Design sw_debounce, sky130hd; sources not shown.
==> run_1/wires.png <==
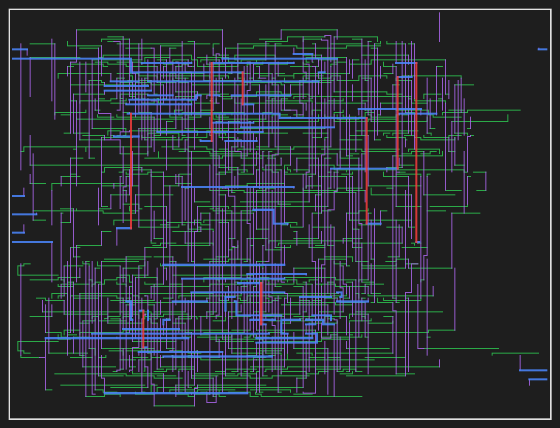
blue -> metal 3  # wire length 556 um
purple -> metal 2  # wire length 3110 um
green -> metal 1  # wire length 2760 um
red -> metal 4  # wire length 101 um
drt wl/cell: 16.09 um
GRT Util Overall: 26.08%

==> run_1/placement.png <==
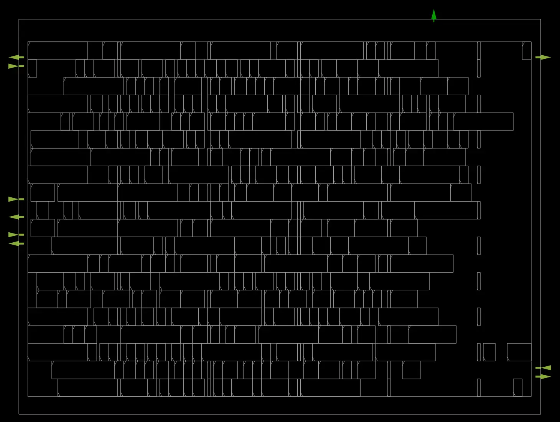
number of sequential cells: 44
Fillers: 286
Non-Filler Instances: 406
Core Rows: 20
core area: 4204 um2

==> run_1/metal_density.png <==
16 x 12 tiles, from black (low) to pale yellow (high), scaled to the fullest tile. Values are wire area over tile area, all layers added.
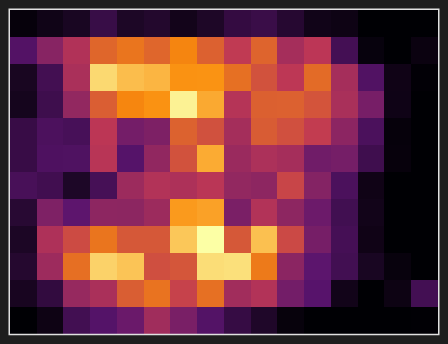
emptiest ninth of the die = bottom right
fullest tile = 0.64
mean over tiles = 0.22
tiles over half the peak = 28%
nearly empty tiles = 14%
Routed WL: 6.532 mm
DR vias: 2254

==> notes.md, run 1 <==
run metrics: most frequent logic cells in the routed design nor2_1 (71), nand2_1 (49), dfrtp_1 (37), Final Setup Violations 1, leakage power total 1.297 nW, Max Cap Viol 0, Final Max-Slew Violation Tally 0, clock slew seen by the registers of the worst setup and hold paths 0.09 ns, fin area 3069 um2, Area Overhead vs Synth 24.20%, busiest grt layer met2, Initial Util 58.78%, initial antenna violation count 0, post-route worst setup slack -0.01525 ns, Power Total 2.177 mW, min cycle time layout 1.515 ns, grt ovf 0, syn_area_per_cell 7.722 um2, htree depth 2, Setup crit start kind flop, Register-to-Register Path Depth 5, Residual DRC 0, GR Layer Usage met3 5.865%, HP Class in2reg, Seq cells post-synth 44, status finished, violations left, failing checks negative setup slack, clk buf depth 2, asr flop ratio synth 100.0%, most instantiated logic cell after routing nor2_1, Critical Path AT 1.56 ns, WHS Path Cells 1, nets@finish 356, dpl hpwl 3.867 mm, grt met2 use 42.74%, layout cell share with drive strength beyond 1 28.77%, synthesized netlist cell count 320, Boundary Pins 10, n_diodes 0, die area 4853 um2, Tcrit/Tclk final 101.0%, Hold Vio Cnt, Final 0, worst reg-to-reg setup slack -0.02 ns, Post-Syn Area 2471 um2, Pre-Repair DR Iteration Count 6
## run 1: per-layer routing
metal	share of wire, %	wire, um
met4	1.5	100
met1	42	2764
met3	8.5	556
met5	0	0
met2	48	3111
## run 1: kinds of logic (layout without fill, tap and decap cells)
group / after synthesis / count (layout) / share of synthesized area, %
AOI/OAI and AO/OA: 13 / 13 / 2.734
xor gates and xnor gates: 21 / 21 / 8.051
adders and majority gates: 2 / 2 / 1.012
buffers and inverters: 42 / 70 / 7.291
DFF: 44 / 44 / 44.56
other: 1 / 4 / 0.1518
and+or+nand+nor: 197 / 197 / 36.20
## run 1: Yosys cell counts, types with 3 or more instances
| cell type | instances | area [um2] |
|---|---|---|
| o21ai_1 | 4 | 20.02 |
| nor2_4 | 7 | 78.83 |
| inv_1 | 33 | 123.9 |
| nand2_1 | 56 | 210.2 |
| nand3_1 | 23 | 115.1 |
| xor2_1 | 14 | 122.6 |
| buf_4 | 6 | 45.04 |
| nand2_2 | 7 | 43.79 |
| nor2_2 | 5 | 31.28 |
| nor3_1 | 3 | 15.01 |
| nor2_1 | 86 | 322.8 |
| a21oi_1 | 7 | 35.03 |
| xnor2_1 | 5 | 43.79 |
| inv_2 | 3 | 11.26 |
| dfrtp_1 | 44 | 1101 |
## run 1: worst max-delay path, cell delays in order (launching register included)
cell	delay [ns]
dfrtp_1	0.45
or2_0	0.24
nor2_1	0.14
nand3_2	0.19
nand2_4	0.17
nor2_1	0.07
## run 1: cell type report
type	instances	area (um2)	area share, %
Clock buffer	6	82.58	2.691
Sequential cell	44	1110	36.16
Tap cell	55	68.82	2.242
Multi-Input combinational cell	237	1436	46.80
Inverter	36	135.1	4.403
Timing Repair Buffer	26	226.5	7.379
Clock inverter	2	10.01	0.3261
## run 1: timing repair
| action | in CTS | in global routing |
|---|---|---|
| hold buffers | 1 | 0 |
| setup buffers | 6 | 9 |
| gates resized | 27 | 42 |
| hold endpoints to repair | 39 | 0 |
| pin swaps | 10 | 24 |
| setup endpoints to repair | 32 | 38 |
## run 1: through the flow
stage	setup TNS (ns)	instances	hold WS, ns	util [%]
2_1_floorplan	0	323	-0.2956	-
6_report	-0.01525	406	0.1288	73.01
5_1_grt	-0.7988	406	0.1325	73.01
3_5_place_dp	-0.07505	382	-0.03511	62.17
3_3_place_gp	0	382	-0.03723	62.17
4_1_cts	0	397	0.1311	67.50
## run 1: report_power, final
| part | switching, mW | internal, mW | leakage, nW |
|---|---|---|---|
| Clock | 0.431 | 0.369 | 0.0510 |
| Combinational | 0.0966 | 0.0583 | 0.657 |
| Sequential | 0.0195 | 1.20 | 0.589 |
==> inputs of run 2 (changes only) <==
--- a/config.mk
+++ b/config.mk
@@ -6,13 +6,15 @@
 export NUM_CORES = 1
 export LEC_CHECK = 0
 export ABC_AREA = 1
+export CELL_PAD_IN_SITES_DETAIL_PLACEMENT = 1
+export CELL_PAD_IN_SITES_GLOBAL_PLACEMENT = 1
 export CORE_ASPECT_RATIO = 0.75
 export CORE_MARGIN = 1
-export CORE_UTILIZATION = 54
+export CORE_UTILIZATION = 41
 export CTS_CLUSTER_SIZE = 24
 export DETAILED_ROUTE_END_ITERATION = 8
 export GPL_TIMING_DRIVEN = 1
-export PLACE_DENSITY = 0.83
+export PLACE_DENSITY = 0.84
 export SETUP_SLACK_MARGIN = 0.1
 export SLEW_MARGIN = 30
 export SYNTH_ARGS = -nofsm -noshare
==> run 2 against run 1 <==
The flow still finishes with violations (negative setup slack). Critical path depth increased by 2. Sequential share of layout area fell by 0.51 points. Power fell by 2.8%. Clock-buffer cell count stayed put. Synthesized area did not move. Non-clock buffer count rose by 4. First-iteration DRC count shrank 52%.
==> notes.md, run 2 <==
run metrics: Seq cells post-synth 44 (unchanged), Comb area 1443 um2 (was 1436 um2), clock slew seen by the registers of the worst setup and hold paths 0.08 ns (was 0.09 ns), worst reg-to-reg setup slack -0.08 ns (was -0.02 ns), WHS Path Cells 1 (unchanged), htree depth 2 (unchanged), failing checks negative setup slack (unchanged), max FFs per register 38 (unchanged), Initial DRC Count 110 (was 229), grt ovf 0 (unchanged), CTS tree done (unchanged), core area 5826 um2 (was 4204 um2), most instantiated logic cell after routing nor2_1 (unchanged), fin area 3127 um2 (was 3069 um2), drt wl/cell 17.78 um (was 16.09 um), RD Place Congestion 0.8237 (was 0.8928), Fillers 707 (was 286), initial antenna violation count 0 (unchanged), clk buf depth 2 (unchanged), largest area contributor in the synthesized netlist dfrtp_1 (unchanged), YS warnings 0 (unchanged), Post-Syn Area 2471 um2 (unchanged), dpl hpwl 4.602 mm (was 3.867 mm), Non-Filler Instances 432 (was 406), post-synth cell types 26 (unchanged), Crit Path Category reg2reg (unchanged), Yosys top cell area share 44.56% (unchanged), most frequent cell after synthesis nor2_1 (unchanged), n_diodes 0 (unchanged), Top area cell types dfrtp_1 (45%), nor2_1 (13%), nand2_1 (8.5%) (unchanged), Core Rows 24 (was 20), leakage power total 1.314 nW (was 1.297 nW), IO buf count 5 (unchanged), Boundary Pins 10 (unchanged), syn_area_per_cell 7.722 um2 (unchanged), ys cells 320 (unchanged), CTS Buf Count 5 (unchanged), Die Wd 91.65 um (was 80.11 um), synthesis area per yosys 2471 um2 (unchanged), Setup crit start kind flop (unchanged), Adder Share, Synth 1.013% (unchanged), # clock sinks 44 (unchanged), Post-Place Cell Area 2675 um2 (was 2614 um2), post-synthesis sequential area ratio 44.56% (unchanged), HP Class in2reg (unchanged), register area 1115 um2 (was 1110 um2), synth cell count leaders nor2_1 (86), nand2_1 (56), dfrtp_1 (44) (unchanged), fin util 53.67% (was 73.01%), Final Setup Violations 11 (was 1), Max Cap Viol 0 (unchanged), simple-gate share of the synthesized area 36.20% (unchanged), Main synth FF type dfrtp_1 (unchanged), clk_lat worst skew 0.29 ns (was 0.30 ns), Initial Util 42.42% (was 58.78%), Top non-seq family simple AND/OR/NAND/NOR gates (unchanged), Critical Path AT 1.62 ns (was 1.56 ns), placed insts 411 (was 382), die area 6345 um2 (was 4853 um2), xor/xnor share 8.051% (unchanged), Final Max-Slew Violation Tally 0 (unchanged), synthesized netlist cell count 320 (unchanged), status finished, violations left (unchanged), Power Total 2.117 mW (was 2.177 mW), RSZ-0062 raised after global routing true (unchanged), nets@finish 360 (was 356), largest net degree at the start of global routing 45 (was 29), min cycle time layout 1.579 ns (was 1.515 ns), layout cell share with drive strength beyond 1 31.64% (was 28.77%), post-route worst setup slack -0.07914 ns (was -0.01525 ns), Area Overhead vs Synth 26.53% (was 24.20%), Mux cell area share 0% (unchanged), EDFF count, synth 0 (unchanged), Hold Vio Cnt, Final 0 (unchanged), final worst hold slack 0.1396 ns (was 0.1288 ns), Residual DRC 0 (unchanged), most frequent logic cells in the routed design nor2_1 (65), nand2_1 (51), dfrtp_1 (33) (was nor2_1 (71), nand2_1 (49), dfrtp_1 (37)), Register-to-Register Path Depth 7 (was 5), Tcrit/Tclk final 105.3% (was 101.0%), asr flop ratio synth 100.0% (unchanged), Pre-Repair DR Iteration Count 4 (was 6), AO/OA Area Share 2.734% (unchanged), GRT Util Overall 23.73% (was 26.08%)
## run 2: cell type report
cell class                 count  share of cell area (%)
multi-input combinational    237                   46.14
sequential                    44                   35.65
clock buffer                   6                   2.321
timing repair buffer          30                   8.283
inverter                      36                   4.322
clock inverter                 1                  0.1601
tap                           78                   3.121
## run 2: repair_timing
action,4_1_cts,5_1_grt
hold buffers,1,0
endpoints found under the hold margin,44,0
resized,49,32
pin swaps,29,22
endpoints found under the setup margin,35,39
setup buffers,9,4
gates cloned,0,0
## run 2: report_power, final
group	internal, mW	leakage [nW]	switching (mW)	total (mW)
registers	1.20	0.582	0.0201	1.22
clock network	0.318	0.0410	0.415	0.733
logic	0.0603	0.691	0.100	0.161
## run 2: cell families (layout without fill, tap and decap cells)
logic type,count (synthesis),count (layout)
other cells,1,4
compound gates,13,13
flops,44,44
fa+ha+maj,2,2
xor+xnor,21,21
buf+inv,42,73
simple gates,197,197
## run 2: critical path, cell delays in order, from the launching register on
cell and delay [ns]:
dfrtp_1 0.42, ha_4 0.19, nand2_4 0.08, nor2_4 0.14, nand2_4 0.10, nor2_4 0.15
nor2_1 0.06, nor3_1 0.19
## run 2: metal layers
metal	part of all wire, %	vias to the layer above	GRT usage, %
met2	49	62	39.01
li1	-	1039	-
met1	46	1116	32.88
met5	0	-	0
met4	2.0	0	4.938
met3	3.0	19	4.386
## run 2: per-stage QoR
| stage | setup slack [ns] | TNS (ns) |
|---|---|---|
| after floorplan | 0.1098 | 0 |
| after global placement | 0.01664 | 0 |
| after detailed placement | -0.1007 | -0.3941 |
| after CTS | -0.03654 | -0.1359 |
| after global routing | -0.1295 | -1.691 |
| final | -0.07914 | -0.4319 |
==> run_2/layer_met1.png <==
Supply wires on this layer in gray.
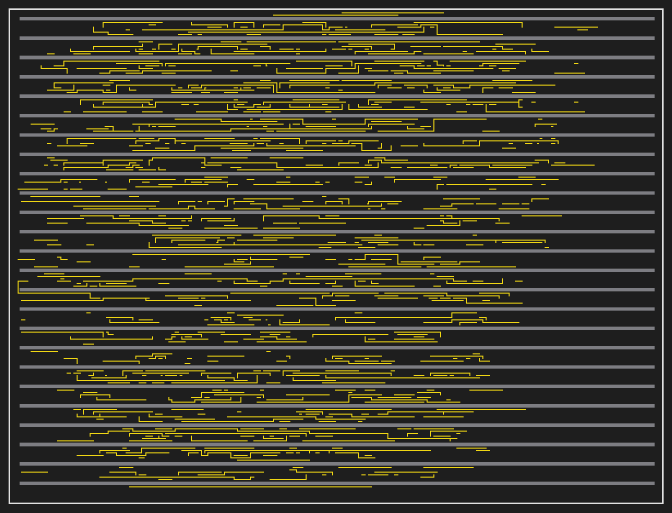
nets with wire on the layer = 334
longest straight run = 34.0 um
DR vias: 2236
Routed WL: 7.683 mm
GR Layer Usage met1: 32.88%

Power is estimated from default activity; no workload was simulated.
